File: src/rtl/uart_pkt_ctrl.sv
// Packet framing controller behind uart_rx. It hunts for SYNC, checks LEN and the XOR checksum, then replays the payload.
// Define UART_PKT_TIMEOUT_EN to add the inter-byte idle timeout.
module uart_pkt_ctrl #(
   parameter int unsigned MAX_LEN        = 16,
   parameter logic [7:0]  SYNC_BYTE      = 8'hA5,
   parameter int unsigned TIMEOUT_CYCLES = 50000
) (
   input  logic       clk,
   input  logic       reset,
   input  logic [7:0] rx_data,
   input  logic       rx_valid,
   output logic [7:0] out_data,
   output logic       out_valid,
   input  logic       out_ready,
   output logic       out_last,
   output logic       busy,
   output logic       pkt_done,
   output logic       len_err,
   output logic       csum_err,
   output logic       overrun_err,
   output logic       timeout_err
);

   localparam int unsigned PW = $clog2(MAX_LEN + 1);
   localparam int unsigned IW = (MAX_LEN > 1) ? $clog2(MAX_LEN) : 1;

   if (MAX_LEN < 1 || MAX_LEN > 255 || TIMEOUT_CYCLES < 1) begin : g_bad_param
      $error("uart_pkt_ctrl: MAX_LEN must be 1..255 and TIMEOUT_CYCLES >= 1");
   end

   typedef enum logic [2:0] {ST_IDLE, ST_LEN, ST_PAYLOAD, ST_CHECK, ST_DRAIN} state_t;

   state_t          state;
   logic [7:0]      len;
   logic [7:0]      csum;
   logic [PW-1:0]   wr;
   logic [PW-1:0]   rd;
   logic [PW-1:0]   rd_nxt;
   logic            len_bad;
   logic [7:0]      payload_mem [MAX_LEN];

   assign rd_nxt  = rd + PW'(1);
   assign len_bad = (rx_data == 8'd0) || (32'(rx_data) > MAX_LEN);
   assign busy    = (state != ST_IDLE);

`ifdef UART_PKT_TIMEOUT_EN
   localparam int unsigned TW = $clog2(TIMEOUT_CYCLES + 1);
   logic [TW-1:0] idle_cnt;
   logic          timeout_q;
   assign timeout_err = timeout_q;
`else
   assign timeout_err = 1'b0;
`endif

   always_ff @(posedge clk) begin
      if (!reset) begin
         state       <= ST_IDLE;
         len         <= '0;
         csum        <= '0;
         wr          <= '0;
         rd          <= '0;
         out_data    <= '0;
         out_valid   <= 1'b0;
         out_last    <= 1'b0;
         pkt_done    <= 1'b0;
         len_err     <= 1'b0;
         csum_err    <= 1'b0;
         overrun_err <= 1'b0;
`ifdef UART_PKT_TIMEOUT_EN
         idle_cnt    <= '0;
         timeout_q   <= 1'b0;
`endif
      end else begin
         pkt_done    <= 1'b0;
         len_err     <= 1'b0;
         csum_err    <= 1'b0;
         overrun_err <= 1'b0;
         case (state)
            ST_IDLE: begin
               if (rx_valid && rx_data == SYNC_BYTE) state <= ST_LEN;
            end
            ST_LEN: begin
               if (rx_valid) begin
                  if (len_bad) begin
                     len_err <= 1'b1;
                     state   <= ST_IDLE;
                  end else begin
                     len   <= rx_data;
                     csum  <= rx_data;
                     wr    <= '0;
                     state <= ST_PAYLOAD;
                  end
               end
            end
            ST_PAYLOAD: begin
               if (rx_valid) begin
                  payload_mem[wr[IW-1:0]] <= rx_data;
                  csum <= csum ^ rx_data;
                  wr   <= wr + PW'(1);
                  if (8'(wr) == len - 8'd1) state <= ST_CHECK;
               end
            end
            ST_CHECK: begin
               if (rx_valid) begin
                  if (rx_data == csum) begin
                     // Preload the first byte so out_valid and out_data rise together.
                     rd        <= '0;
                     out_valid <= 1'b1;
                     out_data  <= payload_mem[0];
                     out_last  <= (len == 8'd1);
                     state     <= ST_DRAIN;
                  end else begin
                     csum_err <= 1'b1;
                     state    <= ST_IDLE;
                  end
               end
            end
            ST_DRAIN: begin
               if (rx_valid) overrun_err <= 1'b1;
               if (out_valid && out_ready) begin
                  if (out_last) begin
                     out_valid <= 1'b0;
                     out_last  <= 1'b0;
                     pkt_done  <= 1'b1;
                     state     <= ST_IDLE;
                  end else begin
                     rd       <= rd_nxt;
                     out_data <= payload_mem[rd_nxt[IW-1:0]];
                     out_last <= (8'(rd_nxt) == len - 8'd1);
                  end
               end
            end
            default: state <= ST_IDLE;
         endcase
`ifdef UART_PKT_TIMEOUT_EN
         // Counter is cleared in IDLE/DRAIN so every entry into LEN starts from zero.
         timeout_q <= 1'b0;
         if ((state inside {ST_LEN, ST_PAYLOAD, ST_CHECK}) && !rx_valid) begin
            if (idle_cnt == TW'(TIMEOUT_CYCLES - 1)) begin
               timeout_q <= 1'b1;
               idle_cnt  <= '0;
               state     <= ST_IDLE;
            end else begin
               idle_cnt <= idle_cnt + TW'(1);
            end
         end else begin
            idle_cnt <= '0;
         end
`endif
      end
   end

endmodule

File: config.mk
export PLATFORM = sky130hd
export DESIGN_NAME = uart_pkt_ctrl
export DESIGN_NICKNAME = d
export VERILOG_FILES = /design/src/rtl/uart_pkt_ctrl.sv
export SDC_FILE = /design/constraint.sdc
export NUM_CORES = 1
export LEC_CHECK = 0
export CORE_UTILIZATION = 60
export CTS_CLUSTER_SIZE = 28
export DETAILED_ROUTE_END_ITERATION = 8
export PLACE_DENSITY = 0.88
export RECOVER_POWER = 100
export SYNTH_ARGS = -nofsm -noshare
export SYNTH_HDL_FRONTEND = slang
export SYNTH_SLANG_ARGS = --single-unit
File: constraint.sdc
create_clock -name clk -period 6.7 [get_ports clk]
set_input_delay 1.34 -clock clk [delete_from_list [all_inputs] [get_ports clk]]
set_output_delay 1.34 -clock clk [all_outputs]
set_load 0.05 [all_outputs]
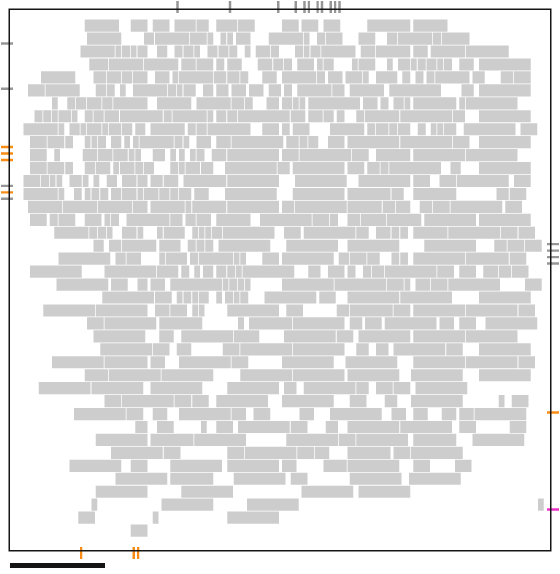
(pin placement)
Scale bar: 20 um. Pins as bars across the die edge, other pins in gray.
port	color	pins	direction	edge
rx_data	orange	8	input	4 left, 3 bottom, 1 right
timeout_err	magenta	1	output	right
all pins by edge	11 top, 8 left, 6 right, 3 bottom

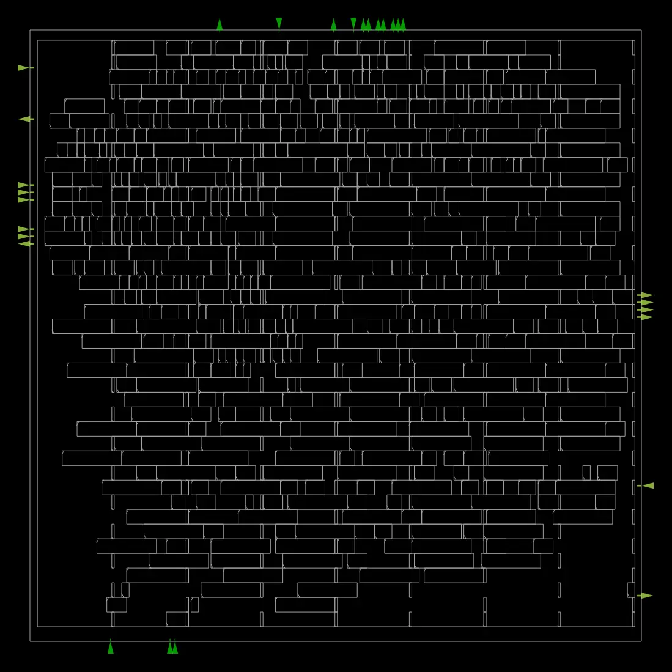
(placement view)
cell row count: 40
FILL cells: 798
Core Region: 0.0121 mm^2

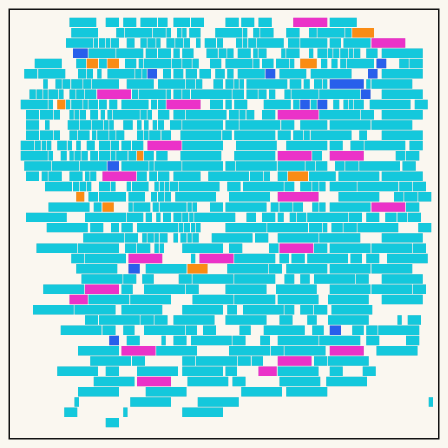
(cell sizes after repair)
size	color	cells	share	most used
x6 and larger	magenta	21	3.5%	clkbuf_16
x1 and smaller	cyan	556	93%	edfxtp_1
x3 and x4	blue	13	2.2%	buf_4
x2	orange	10	1.7%	a31o_2

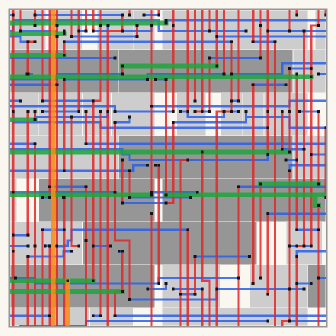
(zoomed window)
Window x 75 to 95, y 75 to 95 um. Cells in gray, sequential cells in the stronger gray; small squares are vias.
layer	color
M3	green
M4	orange
M1	blue
M2	red
cells with their middle in the window	29
sequential cells in the window	7
netlist names of flops here include	payload_mem (5), out_data (2)
most frequent	edfxtp_1 (5), nand3_1 (4)

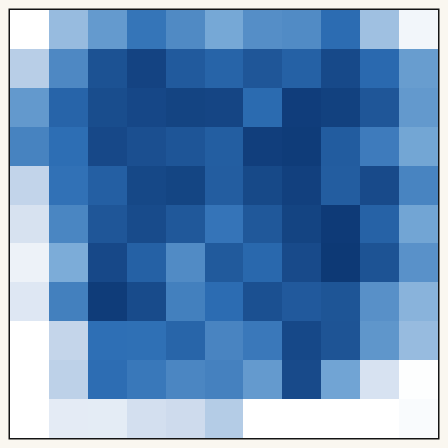
(cell area per tile)
The die is cut into 11 by 11 equal tiles; white is low, dark blue is high, 0 to 100% covered.
tiles over 75% full	48%
fullest tile	97%
nearly empty tiles	7.4%
mean over tiles	63%

==> flow_summary.yaml <==
# generated from flow reports
die:
  chipArea_mm2: 0.0129
  fp_util_pct: 61.8
  die_x_um: 113
  n_tap_cell: 168
place:
  portBuffers: 26
  dpl.hpwl_mm: 10.5
detailed_routing:
  drt_iter0_drc: 482
  drc: 0
  wl_mm: 16.9
  wl_met1_mm: 6.75
  met2_length_mm: 8.02
  dr_wl_met3_mm: 1.40
  route.vias.total: 4973
  wl_per_cell_um: 22.0
  via_per_inst: 6.48
  firstDrtPassIters: 6
power_and_ir_drop:
  ir_worst_vdd_v: 0.000148
  p_int_uw: 1710
  combPwrFrac_pct: 1.7
  p_clk_uw: 963
  p_leak_uw: 0.00257
  switchingPower_uw: 425
  powerDensity_mw_per_mm2: 256
cells_and_area:
  antennaDiodeCount: 0
  dominant_cells: "sequential cells"
  fin_nets: 606
  mi_logic_area_mm2: 0.00251
  seq_share_pct: 56.3
  clock_cell_area_share_pct: 6.96
  comb_area_share_pct: 30.0
  nonClkBufAreaFrac_pct: 3.79
  comb_cells: 352
  flop_area_mm2: 0.00470
clock_tree:
  clk_latency_ns: 0.43
  cts_buffers: 17
  clk_pin_slew_worst_paths_ns: 0.07
  clock_path_buffers: 2
  cts_sinks: 171
  cts_resized: 0
  cts_root_buf: "clkbuf_16"
grt:
  grt_overflow: 0
  grt_busiest_layer: "met2"
  antenna_found_initial: 0
  grt_pass1_wl_mm: 26.5
  grt_max_degree: 63
  met1_usage_pct: 37.9
yosys:
  synth.largest_area_cell: "edfxtp_1"
  edf_count: 128
  yosysCellCount: 570
  flop_cell: "edfxtp_1"
  syn-cell-area_mm2: 0.00745
  synthCells: 570
  top_cell_area_share_pct: 51.6
  common_cells: "edfxtp_1, mux2i_1, dfxtp_1"
  synthTopCellsByArea: "edfxtp_1, dfxtp_1, mux2i_1"
  ys_types: 56
  fp_nets: 589
critical_path:
  end_kind: "flip-flop"
  endpoint: "out_data[5]$_SDFFE_PN0P_"
  cp_slowest_cell: "nor4_1"
  reg2reg_from: "rd[0]$_SDFFE_PN0P_"
  path_max_fanout: 22
  reg2reg_slack_ns: 3.66
  reg2reg_to: "out_data[1]$_SDFFE_PN0P_"
  max_stage_delay_ns: 1.54
  cp.depth: 7
  path_buffers: 2
  crit_path_start_kind: "input port"
timing:
  holdWs_ns: 0.491
  period_needed_ns: 4.84
  finalSetupViolCount: 0
  relSlewSlack_pct: -29.2
  fmax_mhz: 207
  clock_skew_ns: 0.0112
  rsz0062_at_grt: "no"
  worst_pin_slew_ns: 1.92
  slew_viol_final: 11
  period_used_pct: 72.2
run:
  drv_cap: 1
status:
  violations: "max-capacitance violations, max-slew violations"
  outcome: "complete, but fails checks"
hold_path:
  hp-class: "reg2reg"
  hold_path_depth: 2
-- layout by cell type (no fill, tap or decap), types with 7 or more instances in the layout --
| cell | n |
|---|---|
| edfxtp_1 | 128 |
| mux2i_1 | 65 |
| nand2_1 | 30 |
| nand3_1 | 29 |
| a21oi_1 | 17 |
| nand2b_1 | 7 |
| xnor2_1 | 19 |
| a31oi_1 | 8 |
| nor3_1 | 18 |
| a221oi_1 | 16 |
| clkbuf_16 | 17 |
| dfxtp_1 | 43 |
| clkbuf_1 | 7 |
| a22oi_1 | 24 |
| inv_1 | 9 |
| dlygate4sd3_1 | 25 |
| nor2_1 | 31 |
-- sequential cells by signal, indices dropped and copies added (netlist names), 3 cells and up --
register     count
wr               5
out_data         8
rd               5
csum             8
payload_mem    128
state            3
len              8
-- cells by family (layout without fill, tap and decap cells) --
| group | count (synthesis) | in the layout | synth area share (%) |
|---|---|---|---|
| compound gates | 93 | 93 | 9.37 |
| xor+xnor | 26 | 26 | 3.16 |
| fa+ha+maj | 7 | 7 | 1.18 |
| buf+inv | 47 | 77 | 3.26 |
| flops | 171 | 171 | 63.1 |
| mux | 65 | 65 | 8.73 |
| other cells | 1 | 1 | 0.0503 |
| simple gates | 160 | 160 | 11.1 |
-- per-stage QoR --
step / power, uW / std cells / worst slack, ns / util, % / instance area, um^2
2_1_floorplan: 1170 / 570 / 3.40 / - / 7450
3_3_place_gp: 1200 / 736 / 2.66 / 64.7 / 7800
3_5_place_dp: 1200 / 736 / 2.55 / 64.7 / 7800
4_1_cts: 2140 / 768 / 2.85 / 69.5 / 8380
5_1_grt: 2190 / 768 / 1.75 / 69.3 / 8360
6_report: 2140 / 768 / 1.86 / 69.3 / 8360
No activity file was given, so power comes from the tool's default toggle rates.
